Fig. 1: metal 2
The bar under the picture is 100 um long.
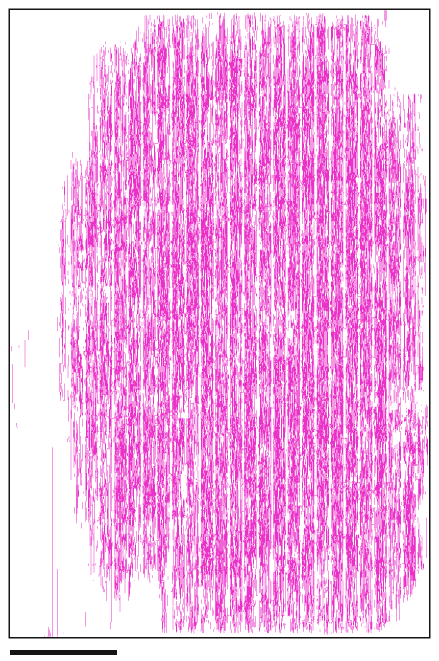
Fig. 2: sequential cells grouped by signal name
Other sequential cells in the stronger gray, the rest of the logic in the fainter gray.
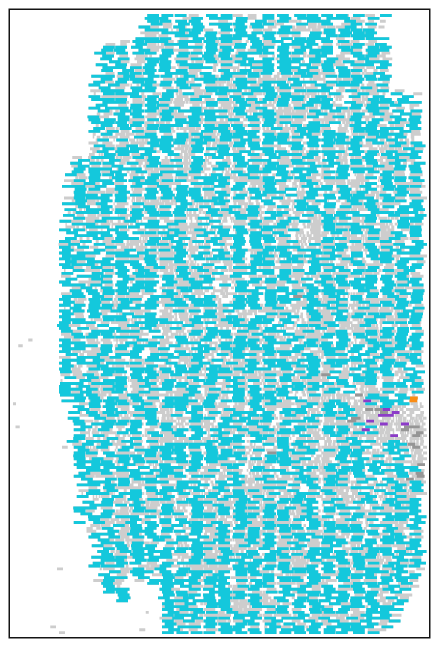
Fig. 3: cell placement
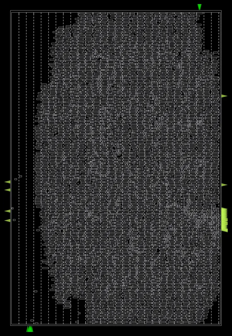
<file path="src/rtl/upsample_frame_ctrl_if.sv">
// Pixel FIFO read port plus valid/ready output stream with raster position.
interface upsample_frame_ctrl_if;
    localparam int unsigned DW = 8;
    localparam int unsigned CW = 10;

    logic          fifo_empty;
    logic [DW-1:0] fifo_dout;
    logic          fifo_rd_en;
    logic          out_ready;
    logic          out_valid;
    logic [DW-1:0] out_data;
    logic [CW-1:0] out_row;
    logic [CW-1:0] out_col;

    // Controller side: pops the FIFO and drives the output stream
    modport master (
        input  fifo_empty, fifo_dout, out_ready,
        output fifo_rd_en, out_valid, out_data, out_row, out_col
    );

    // Environment side: supplies FIFO data and consumes the output stream
    modport slave (
        output fifo_empty, fifo_dout, out_ready,
        input  fifo_rd_en, out_valid, out_data, out_row, out_col
    );
endinterface

</file>
<file path="src/rtl/upsample_frame_ctrl.sv">
// 2x nearest-neighbour upsample sequencer: even output rows stream live from the
// FIFO (each pixel twice), odd output rows replay the captured source row.
module upsample_frame_ctrl #(
    parameter int unsigned SRC_W = 400,
    parameter int unsigned SRC_H = 300
) (
    input  logic                 clock,
    input  logic                 reset,
    input  logic                 start,
    upsample_frame_ctrl_if.master bus,
    output logic                 busy,
    output logic                 frame_done,
    output logic                 underflow
);
    localparam int unsigned DW = 8;
    localparam int unsigned CW = 10;
    localparam int unsigned AW = (SRC_W > 1) ? $clog2(SRC_W) : 1;
    localparam logic [CW-1:0] COL_LAST = CW'(2 * SRC_W - 1);
    localparam logic [CW-1:0] ROW_LAST = CW'(2 * SRC_H - 1);

    typedef enum logic [1:0] {
        IDLE  = 2'd0,
        ROW_A = 2'd1,
        ROW_B = 2'd2,
        DONE  = 2'd3
    } state_t;

    state_t        state;
    state_t        state_nxt;
    logic [CW-1:0] row;
    logic [CW-1:0] col;
    logic          uflow;
    logic [DW-1:0] linebuf [SRC_W];
    logic [AW-1:0] lb_addr;
    logic          valid_c;
    logic          rd_en_c;
    logic [DW-1:0] data_c;
    logic          xfer;
    logic          col_last;

    // Each source pixel covers two output columns
    assign lb_addr  = AW'(col >> 1);
    assign xfer     = valid_c & bus.out_ready;
    assign col_last = (col == COL_LAST);

    // State register
    always_ff @(posedge clock) begin
        if (reset) begin
            state <= IDLE;
        end else begin
            state <= state_nxt;
        end
    end

    // Next-state: rows alternate live/replay until the last replay pixel is accepted
    always_comb begin
        state_nxt = state;
        case (state)
            IDLE:    if (start) state_nxt = ROW_A;
            ROW_A:   if (xfer && col_last) state_nxt = ROW_B;
            ROW_B:   if (xfer && col_last) state_nxt = (row == ROW_LAST) ? DONE : ROW_A;
            DONE:    state_nxt = IDLE;
            default: state_nxt = IDLE;
        endcase
    end

    // Stream outputs; the FIFO head is popped only once its second copy is accepted
    always_comb begin
        valid_c = 1'b0;
        data_c  = bus.fifo_dout;
        rd_en_c = 1'b0;
        case (state)
            ROW_A: begin
                valid_c = ~bus.fifo_empty;
                data_c  = bus.fifo_dout;
                rd_en_c = ~reset & ~bus.fifo_empty & bus.out_ready & col[0];
            end
            ROW_B: begin
                valid_c = 1'b1;
                data_c  = linebuf[lb_addr];
            end
            default: begin
                valid_c = 1'b0;
            end
        endcase
    end

    // Raster counters and sticky underflow flag
    always_ff @(posedge clock) begin
        if (reset) begin
            row   <= '0;
            col   <= '0;
            uflow <= 1'b0;
        end else begin
            if (state == IDLE && start) begin
                row   <= '0;
                col   <= '0;
                uflow <= 1'b0;
            end else if (xfer) begin
                if (col_last) begin
                    col <= '0;
                    row <= (row == ROW_LAST) ? '0 : row + CW'(1);
                end else begin
                    col <= col + CW'(1);
                end
            end
            if (state == ROW_A && bus.fifo_empty && bus.out_ready) begin
                uflow <= 1'b1;
            end
        end
    end

    // Capture each live source pixel on its first accepted copy for the replay row
    always_ff @(posedge clock) begin
        if (state == ROW_A && xfer && !col[0]) begin
            linebuf[lb_addr] <= bus.fifo_dout;
        end
    end

    assign bus.fifo_rd_en = rd_en_c;
    assign bus.out_valid  = valid_c;
    assign bus.out_data   = data_c;
    assign bus.out_row    = row;
    assign bus.out_col    = col;
    assign busy           = (state != IDLE);
    assign frame_done     = (state == DONE);
    assign underflow      = uflow;
endmodule

</file>
<file path="src/flat_wrapper.sv">
// flat-port wrapper written by rule: the top's interface ports become plain ports
module upsample_frame_ctrl_flat 
#(
    parameter int unsigned SRC_W = 400,
    parameter int unsigned SRC_H = 300
)
  (clock, reset, start, busy, frame_done, underflow, bus_fifo_empty, bus_fifo_dout, bus_out_ready, bus_fifo_rd_en, bus_out_valid, bus_out_data, bus_out_row, bus_out_col);
  upsample_frame_ctrl_if bus_i ();
  input  logic clock;
  input  logic reset;
  input  logic start;
  output logic busy;
  output logic frame_done;
  output logic underflow;
  input wire logic [$bits(bus_i.fifo_empty)-1:0] bus_fifo_empty;
  input wire logic [$bits(bus_i.fifo_dout)-1:0] bus_fifo_dout;
  input wire logic [$bits(bus_i.out_ready)-1:0] bus_out_ready;
  output wire logic [$bits(bus_i.fifo_rd_en)-1:0] bus_fifo_rd_en;
  output wire logic [$bits(bus_i.out_valid)-1:0] bus_out_valid;
  output wire logic [$bits(bus_i.out_data)-1:0] bus_out_data;
  output wire logic [$bits(bus_i.out_row)-1:0] bus_out_row;
  output wire logic [$bits(bus_i.out_col)-1:0] bus_out_col;
  assign bus_i.fifo_empty = bus_fifo_empty;
  assign bus_i.fifo_dout = bus_fifo_dout;
  assign bus_i.out_ready = bus_out_ready;
  assign bus_fifo_rd_en = bus_i.fifo_rd_en;
  assign bus_out_valid = bus_i.out_valid;
  assign bus_out_data = bus_i.out_data;
  assign bus_out_row = bus_i.out_row;
  assign bus_out_col = bus_i.out_col;
  upsample_frame_ctrl #(.SRC_W(SRC_W), .SRC_H(SRC_H)) u_core (.clock(clock), .reset(reset), .start(start), .bus(bus_i), .busy(busy), .frame_done(frame_done), .underflow(underflow));
endmodule
</file>
<file path="config.mk">
export PLATFORM = sky130hd
export DESIGN_NAME = upsample_frame_ctrl_flat
export DESIGN_NICKNAME = d
export VERILOG_FILES = /design/src/rtl/upsample_frame_ctrl_if.sv /design/src/rtl/upsample_frame_ctrl.sv /design/src/flat_wrapper.sv
export SDC_FILE = /design/constraint.sdc
export NUM_CORES = 2
export LEC_CHECK = 0
export ABC_AREA = 0
export CAP_MARGIN = 15
export CORE_ASPECT_RATIO = 1.5
export CORE_MARGIN = 1.5
export CORE_UTILIZATION = 55
export CTS_CLUSTER_DIAMETER = 30
export CTS_CLUSTER_SIZE = 40
export DETAILED_ROUTE_END_ITERATION = 8
export MAX_ROUTING_LAYER = met4
export PLACE_DENSITY = 0.73
export SYNTH_ARGS = -nofsm -noshare
export SYNTH_HDL_FRONTEND = slang
export SYNTH_SLANG_ARGS = --single-unit
</file>
<file path="constraint.sdc">
create_clock -name clock -period 5.2 [get_ports clock]
set_clock_uncertainty 0.1 [all_clocks]
set_input_delay 1.56 -clock clock [delete_from_list [all_inputs] [get_ports clock]]
set_output_delay 1.56 -clock clock [all_outputs]
set_load 0.01 [all_outputs]
</file>
==> results.sh <==
# yosys + openroad results
export IMPL_clk_root_buffer_cell="clkbuf_16"
export IMPL_largest_reg_flops=3200
export IMPL_drc=0
export IMPL_met1_length_um=118000
export IMPL_common_cells="edfxtp_1 (3200), mux4_2 (766), nor2_1 (478)"
export IMPL_cts_resized=232
export IMPL_cts_sinks=3232
export IMPL_synth_top_cell_by_area="edfxtp_1"
export IMPL_whs_ns=0.374
export IMPL_ys_ff=3232
export IMPL_io_pins=46
export IMPL_cts_tree="yes"
export IMPL_drt_pass1_iterations=6
export IMPL_cts_htree_levels=5
export IMPL_tns_ns=-6.07
export IMPL_top_cell="edfxtp_1"
export IMPL_finalWorstPathRequiredPeriod_ns=6.16
export IMPL_drv_cap=0
export IMPL_antenna_found_initial=18
export IMPL_cts_buffers=385
export IMPL_r2r_start="u_core.state[0]"
export IMPL_slowest_delay_ns=0.64
export IMPL_drive_gt1_share_pct=38.7
export IMPL_yosysCellCount=5984
export IMPL_pg_seq_mw=28.6
export IMPL_syn_to_final_growth_pct=22.8
export IMPL_xor_share_pct=0.111
export IMPL_yosys_area_top_type_share_pct=76.4
export IMPL_status="finished with violations"
export IMPL_worstSetupStartpointType="flop"
export IMPL_p_sw_share_pct=21.7
export IMPL_setup_slack_ns=-0.962
export IMPL_cp_end_kind="output port"
export IMPL_initCoreUtil_pct=55.4
export IMPL_cts_max_path_buffers=4
export IMPL_rsz0062_at_grt="yes"
export IMPL_ys_area_sq_um=126000
export IMPL_ys_top_logic_family="multiplexers"
export IMPL_drv_slew=0
export IMPL_postSynthCellCount=5984
export IMPL_grt_pass1_wl_um=528000
export IMPL_ys_sh_adder_pct=0.0597
export IMPL_maxPowerGroup="sequential cells"
export IMPL_arrival_ns=4.50
export IMPL_fillerInstances=13282
export IMPL_topCellsByArea="edfxtp_1 (76%), mux4_2 (14%), mux2i_1 (1.8%), nor2_1 (1.4%), nand2_1 (0.55%)"
export IMPL_powerClk_mw=27.8
export IMPL_crit_chain="buf_12 > buf_16 > mux4_2 > mux4_2 > mux4_2 > o211ai_1 > o221ai_1 > buf_4 > buf_6"
export IMPL_synth_top_flop_cell="edfxtp_1"
export IMPL_critPathBufInv=4
export IMPL_fp_nets=6003
export IMPL_largest_register="u_core.linebuf"
export IMPL_cp_endpoint="bus_out_data[0]"
export IMPL_fp_dieH_um=589
export IMPL_post_synth_cell_area_avg_sq_um=21.0
export IMPL_powerDensity_nw_per_um2=371
export IMPL_dp_slack_ns=-1.25
export IMPL_power_frac_clock_pct=48.5
export IMPL_cp_common_cell="mux4_2"
export IMPL_slowest_stage="mux4_2"
export IMPL_ys_sh_simple_pct=3.01
export IMPL_comb_cell_power_mw=0.881
export IMPL_tightestPinTransition_ns=1.29
export IMPL_cts_clk_slew_worst_paths_ns=0.05
export IMPL_hold_buffers=0
export IMPL_postCtsSetupRepairBufs=43
export IMPL_synth_warnings=0
export IMPL_async_flop_share_pct=0
export IMPL_ys_seq_share_pct=76.9
export IMPL_io_buffers=45
export IMPL_max_freq_ghz=0.162
export IMPL_top_layer_used="met4"
export IMPL_p_seq_share_pct=50.0
export IMPL_most_common_layout_cells="edfxtp_1 (3200), buf_4 (1125), mux4_2 (766), nor2_1 (473), clkbuf_16 (394)"
export IMPL_ys_types=73
export IMPL_grt_ovfl_total=0
export IMPL_p_total_mw=57.3
export IMPL_cp_required_ns=3.54
export IMPL_die_area_sq_um=232000
export IMPL_num_vias=71400
export IMPL_p_sw_mw=12.4
export IMPL_num_rows=214
export IMPL_p_leak_nw=49.7
export IMPL_met2_length_um=188000
export IMPL_hold_violations=0
export IMPL_grt_usage_pct=33.3
export IMPL_viasPerCell=6.66
export IMPL_syn_area_sq_um=126000
export IMPL_violations="setup timing"
export IMPL_internal_power_mw=44.8
export IMPL_dp_cells=9891
export IMPL_slew_headroom_pct=13.9
export IMPL_setup_viol=8
export IMPL_warning_count=50
export IMPL_peakVddDrop_mv=0.288
export IMPL_cp_max_fo=8
export IMPL_r2r_end="u_core.linebuf[316][7]"
export IMPL_logic_area_sq_um=28000
export IMPL_hpwl_um=236000
export IMPL_min_from="u_core.underflow"
export IMPL_mux_area_share_pct=15.6
export IMPL_cp_depth=9
export IMPL_r2r_cells=12
export IMPL_lay_top_count="edfxtp_1"
export IMPL_wire_per_inst_um=35.4
export IMPL_finalCritPeriodShare_pct=118
export IMPL_grt_pass1_vias=72319
export IMPL_die_x_um=393
export IMPL_grt_max_degree=228
About Fig. 1:
nets with wire on the layer	6883
longest straight run	191 um
wire length on this layer	188 mm
share of all routed wire	50%
met2 Track Usage GR: 53.8%
Detailed Route WL: 379000 um

About Fig. 2:
name in the netlist	color	placed flops
u_core.linebuf	cyan	3200
u_core.bus.out_col	purple	10
u_core.state	orange	2
fin util: 68.0%
Reg area: 96800 sq um

About Fig. 3:
final std cells w/o fill: 10716
core area: 227000 sq um

cell type report:
cell class	instances	share of cell area, %
Inverter	14	0.0389
Timing Repair Buffer	1345	7.95
Tap cell	3024	2.45
Sequential cell	3232	62.7
Antenna cell	11	0.0178
Clock buffer	408	6.37
Clock inverter	305	2.31
Multi-Input combinational cell	2377	18.2
metrics by stage:
stage | utilization, % | instance area, sq um
floorplan | - | 126000
global placement | 61.0 | 138000
detailed placement | 61.0 | 138000
CTS | 67.6 | 153000
global route | 68.0 | 154000
finish | 68.0 | 154000
per-layer routing:
layer	GRT usage (%)	up-vias
li1	-	27763
met1	37.5	36546
met2	53.8	5716
met3	6.80	1375
met4	23.1	0
met5	-	-
